File: src/rtl/alu16_pkg.sv
// Shared definitions for the 16-bit ALU issue controller slice.
// Holds the opcode map, the instruction field positions, the register
// file geometry and the controller state type.
package alu16_pkg;

  // ALU opcodes; the numeric value is driven straight onto alu_sel
  localparam logic [3:0] OP_ADD  = 4'h0;
  localparam logic [3:0] OP_SUB  = 4'h1;
  localparam logic [3:0] OP_AND  = 4'h2;
  localparam logic [3:0] OP_OR   = 4'h3;
  localparam logic [3:0] OP_XOR  = 4'h4;
  localparam logic [3:0] OP_NOR  = 4'h5;
  localparam logic [3:0] OP_NAND = 4'h6;
  localparam logic [3:0] OP_XNOR = 4'h7;
  localparam logic [3:0] OP_SHL  = 4'h8;
  localparam logic [3:0] OP_SHR  = 4'h9;
  localparam logic [3:0] OP_ASHL = 4'hA;
  localparam logic [3:0] OP_ASHR = 4'hB;
  localparam logic [3:0] OP_LDI  = 4'hC;

  // ALU select value presented while the ALU is bypassed by LDI
  localparam logic [3:0] SEL_BYPASS = 4'hF;

  // Instruction field bit positions
  localparam int OP_MSB  = 15;
  localparam int OP_LSB  = 12;
  localparam int RD_MSB  = 11;
  localparam int RD_LSB  = 9;
  localparam int RS1_MSB = 8;
  localparam int RS1_LSB = 6;
  localparam int RS2_MSB = 5;
  localparam int RS2_LSB = 3;
  localparam int IMM_MSB = 5;
  localparam int IMM_LSB = 0;
  localparam int IMM_W   = IMM_MSB - IMM_LSB + 1;

  // Register file geometry
  localparam int REG_ADDR_W = 3;
  localparam int REG_COUNT  = 8;

  typedef enum logic [1:0] {
    IDLE,
    EXEC,
    RESP
  } state_t;

  // Anything above LDI has no meaning and is reported as an error
  function automatic logic is_illegal(input logic [3:0] op);
    return op > OP_LDI;
  endfunction

endpackage

File: src/rtl/alu16_regfile.sv
// 8 x DATA_W register file for the issue controller.
// Ports:
//   clk, rst          - clock, asynchronous active-high reset (clears all registers)
//   raddr_a/rdata_a   - asynchronous read port A
//   raddr_b/rdata_b   - asynchronous read port B
//   we/waddr/wdata    - synchronous write port
// Register 0 always reads as zero and ignores writes.
module alu16_regfile
  import alu16_pkg::*;
#(
  parameter int DATA_W = 16
) (
  input  logic                  clk,
  input  logic                  rst,
  input  logic [REG_ADDR_W-1:0] raddr_a,
  output logic [DATA_W-1:0]     rdata_a,
  input  logic [REG_ADDR_W-1:0] raddr_b,
  output logic [DATA_W-1:0]     rdata_b,
  input  logic                  we,
  input  logic [REG_ADDR_W-1:0] waddr,
  input  logic [DATA_W-1:0]     wdata
);

  logic [DATA_W-1:0] regs [REG_COUNT];

  // Storage: cleared on reset, written on we except for the hardwired r0
  always_ff @(posedge clk or posedge rst) begin
    if (rst) begin
      for (int i = 0; i < REG_COUNT; i++) begin
        regs[i] <= '0;
      end
    end else if (we && (waddr != '0)) begin
      regs[waddr] <= wdata;
    end
  end

  // Read ports: r0 is forced to zero so it never depends on storage contents
  always_comb begin
    rdata_a = (raddr_a == '0) ? '0 : regs[raddr_a];
    rdata_b = (raddr_b == '0) ? '0 : regs[raddr_b];
  end

endmodule

File: src/rtl/alu16_issue_ctrl.sv
// Command-side initiator for the 16-bit combinational ALU.
// Accepts one instruction at a time, presents registered operands to the
// external ALU for one cycle, writes the result back to the register file
// and returns it over a response handshake.
// Ports:
//   clk, rst                          - clock, asynchronous active-high reset
//   cmd_valid/cmd_ready/cmd_instr     - instruction handshake
//   alu_a/alu_b/alu_sel               - registered ALU operands and opcode
//   alu_out/alu_zero                  - ALU result and zero flag
//   rsp_valid/rsp_ready               - response handshake
//   rsp_data/rsp_zero/rsp_err         - written value, zero flag, illegal-op flag
module alu16_issue_ctrl
  import alu16_pkg::*;
#(
  parameter int DATA_W   = 16,
  parameter bit LDI_SEXT = 1'b0
) (
  input  logic              clk,
  input  logic              rst,
  input  logic              cmd_valid,
  output logic              cmd_ready,
  input  logic [15:0]       cmd_instr,
  output logic [DATA_W-1:0] alu_a,
  output logic [DATA_W-1:0] alu_b,
  output logic [3:0]        alu_sel,
  input  logic [DATA_W-1:0] alu_out,
  input  logic              alu_zero,
  output logic              rsp_valid,
  input  logic              rsp_ready,
  output logic [DATA_W-1:0] rsp_data,
  output logic              rsp_zero,
  output logic              rsp_err
);

  state_t state_q, state_d;

  logic [3:0]            op_q;
  logic [REG_ADDR_W-1:0] rd_q;
  logic [IMM_W-1:0]      imm_q;

  logic [3:0]            op_in;
  logic [DATA_W-1:0]     rf_rdata_a, rf_rdata_b;
  logic                  accept;
  logic                  illegal;
  logic [DATA_W-1:0]     imm_ext;
  logic [DATA_W-1:0]     wb_data;
  logic                  wb_zero;
  logic                  wb_en;

  assign op_in  = cmd_instr[OP_MSB:OP_LSB];
  assign accept = (state_q == IDLE) && cmd_valid;

  // Operands are read at accept time, before this instruction's own
  // writeback, which gives rd==rs hazards the pre-write value for free.
  alu16_regfile #(
    .DATA_W(DATA_W)
  ) u_regfile (
    .clk     (clk),
    .rst     (rst),
    .raddr_a (cmd_instr[RS1_MSB:RS1_LSB]),
    .rdata_a (rf_rdata_a),
    .raddr_b (cmd_instr[RS2_MSB:RS2_LSB]),
    .rdata_b (rf_rdata_b),
    .we      (wb_en),
    .waddr   (rd_q),
    .wdata   (wb_data)
  );

  // Result selection for the EXEC cycle: LDI bypasses the ALU entirely
  always_comb begin
    illegal = is_illegal(op_q);
    if (LDI_SEXT) begin
      imm_ext = {{(DATA_W-IMM_W){imm_q[IMM_W-1]}}, imm_q};
    end else begin
      imm_ext = {{(DATA_W-IMM_W){1'b0}}, imm_q};
    end
    if (op_q == OP_LDI) begin
      wb_data = imm_ext;
      wb_zero = (imm_ext == '0);
    end else begin
      wb_data = alu_out;
      wb_zero = alu_zero;
    end
    wb_en = (state_q == EXEC) && !illegal;
  end

  // State register
  always_ff @(posedge clk or posedge rst) begin
    if (rst) begin
      state_q <= IDLE;
    end else begin
      state_q <= state_d;
    end
  end

  // Next-state and handshake outputs: one instruction in flight at a time
  always_comb begin
    state_d   = state_q;
    cmd_ready = 1'b0;
    rsp_valid = 1'b0;
    case (state_q)
      IDLE: begin
        cmd_ready = 1'b1;
        if (cmd_valid) begin
          state_d = EXEC;
        end
      end
      EXEC: begin
        state_d = RESP;
      end
      RESP: begin
        rsp_valid = 1'b1;
        if (rsp_ready) begin
          state_d = IDLE;
        end
      end
      default: begin
        state_d = IDLE;
      end
    endcase
  end

  // Instruction latch and ALU drive; held outside the accept edge
  always_ff @(posedge clk or posedge rst) begin
    if (rst) begin
      op_q    <= '0;
      rd_q    <= '0;
      imm_q   <= '0;
      alu_a   <= '0;
      alu_b   <= '0;
      alu_sel <= '0;
    end else if (accept) begin
      op_q  <= op_in;
      rd_q  <= cmd_instr[RD_MSB:RD_LSB];
      imm_q <= cmd_instr[IMM_MSB:IMM_LSB];
      if (op_in == OP_LDI) begin
        alu_a   <= '0;
        alu_b   <= '0;
        alu_sel <= SEL_BYPASS;
      end else begin
        alu_a   <= rf_rdata_a;
        alu_b   <= rf_rdata_b;
        alu_sel <= op_in;
      end
    end
  end

  // Response registers: loaded once at the end of EXEC, held through RESP
  always_ff @(posedge clk or posedge rst) begin
    if (rst) begin
      rsp_data <= '0;
      rsp_zero <= 1'b0;
      rsp_err  <= 1'b0;
    end else if (state_q == EXEC) begin
      rsp_data <= illegal ? '0 : wb_data;
      rsp_zero <= illegal ? 1'b0 : wb_zero;
      rsp_err  <= illegal;
    end
  end

endmodule

File: config.mk
export PLATFORM = sky130hd
export DESIGN_NAME = alu16_issue_ctrl
export DESIGN_NICKNAME = d
export VERILOG_FILES = /design/src/rtl/alu16_pkg.sv /design/src/rtl/alu16_regfile.sv /design/src/rtl/alu16_issue_ctrl.sv
export SDC_FILE = /design/constraint.sdc
export NUM_CORES = 1
export LEC_CHECK = 0
export CORE_ASPECT_RATIO = 1.2
export CORE_UTILIZATION = 43
export DETAILED_ROUTE_END_ITERATION = 10
export PLACE_DENSITY_LB_ADDON = 0.05
export SYNTH_ARGS = -nofsm -noshare
export SYNTH_HDL_FRONTEND = slang
export SYNTH_SLANG_ARGS = --single-unit
File: constraint.sdc
create_clock -name clk -period 19.1 [get_ports clk]
set_clock_uncertainty 0.1 [all_clocks]
set_input_delay 3.82 -clock clk [delete_from_list [all_inputs] [get_ports clk]]
set_output_delay 3.82 -clock clk [all_outputs]
set_load 0.05 [all_outputs]
==> images/layers.png <==
(2 px per um)
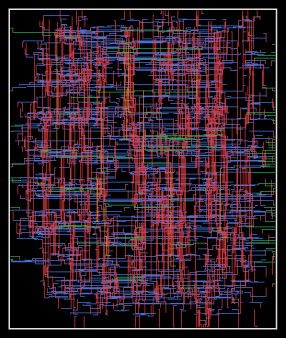
legend:
  blue:
    layer: M1
    wire_length: 11,300 um
  orange:
    layer: M4
    wire_length: 405 um
  green:
    layer: M3
    wire_length: 1,020 um
  red:
    layer: M2
    wire_length: 11,700 um
total number of vias: 6,138
WL final: 24,400 um
WL/cell: 23.5 um
Total GRT Usage: 23.9%

==> images/congestion_map.png <==
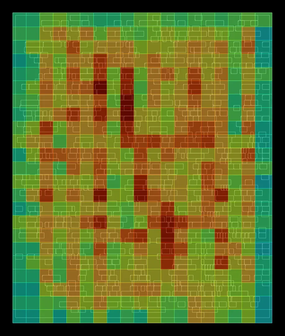
GR Layer Usage met2: 38.8%
M3 GR Usage: 4.01%
global routing usage on met1: 32.9%

==> images/m4.png <==
(2 px per um) Cells faint in the background.
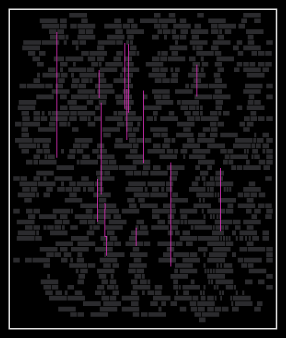
longest straight run: 62.6 um
main direction: vertical

==> Changelog: implementation <==
### Changed

- Quantity of I/O buffers inserted on ports: 92
- CTS Buf Count: 17
- GP Congestion: 0.784
- Clock transition at path regs: 0.07 ns
- Register area share after synthesis: 51.2%
- # DRC: 0
- Max Cap Violations: 0
- CTS Buffer Depth: 2
- Inverter count: 4
- Dominant flop cell: dfrtp_1
- Syn_nets: 726
- Sw Share: 38.9%
- Worst Path Max Fanout: 79
- Dominant kind of combinational cell: multiplexers
- Post-Syn Area: 0.00884 mm2
- Warnings, synthesis: 0
- Period utilisation layout: 30.9%
- Initial DRT Pass Iterations: 5
- Clock root cell: clkbuf_16
- Buffers excl. clock: 107
- Combinational power: 745 uW
- YS chip area: 0.00884 mm2
- Fillers: 1,744
- Avg Vias per Cell: 5.91
- Post-route setup slack: 13.20 ns
- Setup Crit Path Kind: in2reg
- NonClk Buf Share: 9.70%
- Comb/total area: 38.5%
- Tap cells: 265
- Async S/R FF share, synth: 100%
- Most numerous logic cell after layout: dfrtp_1
- Final nets: 798
- Routed Antenna Nets: 0
- Chip footprint: 0.0211 mm2
- Complex Gates by Area: 13.0%
- Placed cells: 1,007
- #FFs+latches synth: 181
- Yosys adder share: 0%
- Flip-flops: 181
- Area grow syn2layout: 19.4%
- RSZ-0062 raised after global routing: false
- Synth cell types: 38
- OpenROAD warning count: 26
- NetSw: 702 uW
- Dpl ws: 12.78 ns
- Fp util: 43.8%
- Die Span X: 133 um
- Max Fclk: 0.170 GHz
- Most numerous logic cells after layout: dfrtp_1, mux2_2, clkdlybuf4s50_1
- Utilization after layout: 52.3%
- CTS resizes: 0
- CLK BUF: 21
- Crit path required time: 19.33 ns
- Crit start category: input port
- Slew margin rel.: 28.5%
- Pwr Total: 1800 uW
- Post-synthesis average cell area: 12.8 um2
- Clk pwr share: 19.5%
- Cell Rows: 57
- Post-route cell area: 0.0105 mm2
- CTS tree: done
- Post-CTS setup buffers: 0
- Comb pwr share: 41.4%
- Iteration-0 DRC Markers: 454
- DP Area: 0.00996 mm2
- Pins Over Slew Limit: 0
- Largest net degree at the start of global routing: 80
- Number of standard cells reported by yosys: 689
- First-pass GRT wire length: 38,200 um
- RR Startpoint: state_q[0]
- Internal power: 1100 uW
- Mux area share: 26.4%
- Number of enable flip-flop cells: 0
- Cells after Synth: 689
- Hold slack: 0.391 ns
- Sequential power: 705 uW
- Total grt overflow: 0
- Final setup violation count: 0
- Initial antenna violation count: 0
- Post-DP HPWL: 14,600 um
- HP Class: reg2reg
- Crit path DAT: 6.12 ns
- Mi-comb count: 450
- Status: complete, no violations
==> images/clock_wires.png <==
(1.5 px per um)
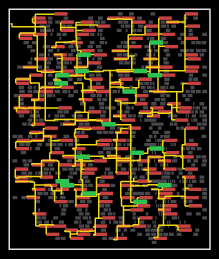
legend:
  yellow:
    item: clock wires
    length: 2,250 um
  green:
    item: clock-net drivers
    count: 17
  red:
    item: flip-flops
    count: 181
routed clock nets: 18
flops lie: spread over the die
clk pwr: 351 uW
Worst-Skew Late Latency: 0.43 ns

==> images/closeup.png <==
Region (90, 30) to (110, 50) um. Cells in grey, sequential cells in the stronger grey; small squares are vias.
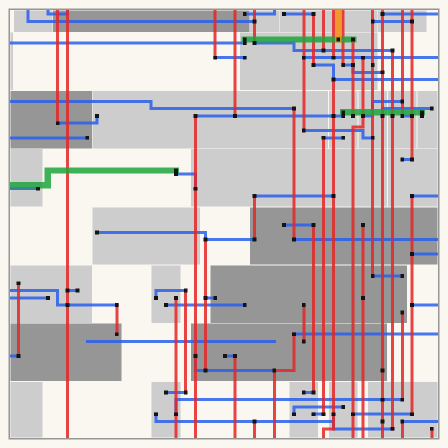
legend:
  green:
    layer: M3
  blue:
    layer: M1
  red:
    layer: M2
  orange:
    layer: M4
sequential cells in the window: 4
most frequent: nand2_1 (8), dfrtp_1 (4), mux2_2 (2)
cells with their middle in the window: 19
netlist names of flops here include: op_q (2)

## state kept, by name, indices dropped and copies added (netlist names)
register and count:
state_q 2, rsp_zero 1, u_regfile.regs 112, rsp_data 16, alu_sel 4, rd_q 3, alu_b 16, imm_q 6
alu_a 16, op_q 4, rsp_err 1
## layer usage
metal	wire length (um)	vias up	GRT usage, %
li1	-	2735	-
met1	11300	3202	32.9
met2	11700	165	38.8
met3	1020	36	4.01
met4	405	0	6.53
met5	0	-	0
## worst max-delay path, cell delays in order
cell             delay, ns
clkdlybuf4s50_1       0.45
or3b_2                0.44
buf_4                 0.40
inv_1                 0.50
nand2b_1              0.20
o31ai_1               0.28
## worst paths after layout
kind                                 endpoint  slack (ns)  depth (start not counted)
setup / recovery                    alu_a[13]       13.20                          6
hold / removal                     alu_sel[2]        0.39                          2
setup reg to reg            u_regfile.regs[3]       16.36                          3
hold reg to reg                    alu_sel[2]        0.39                          2
max in group asynchronous  u_regfile.regs[27]       13.80                          3
min in group asynchronous            imm_q[1]        3.72                          2
## cell usage after synthesis, types with 2 or more instances
cell type	number	area (um2)
dfrtp_1	181	4530
mux2_2	136	1530
mux2i_1	60	601
a21oi_1	58	290
nand2_1	45	169
a221o_1	30	300
a32o_1	30	300
clkbuf_1	27	101
buf_2	22	110
a22o_1	16	140
mux2_1	14	158
nor2b_1	10	62.6
nor2b_2	10	87.6
nor2_1	6	22.5
inv_1	4	15.0
nand4_2	4	50.1
a31oi_1	3	18.8
buf_6	3	33.8
nor4b_4	3	71.3
a221oi_1	2	17.5
and2_1	2	12.5
mux4_2	2	45.0
nand2b_1	2	12.5
nor4_1	2	12.5
o21ai_0	2	10.0
o22a_1	2	17.5
o31ai_1	2	15.0
Power and IR drop assume default switching activity.
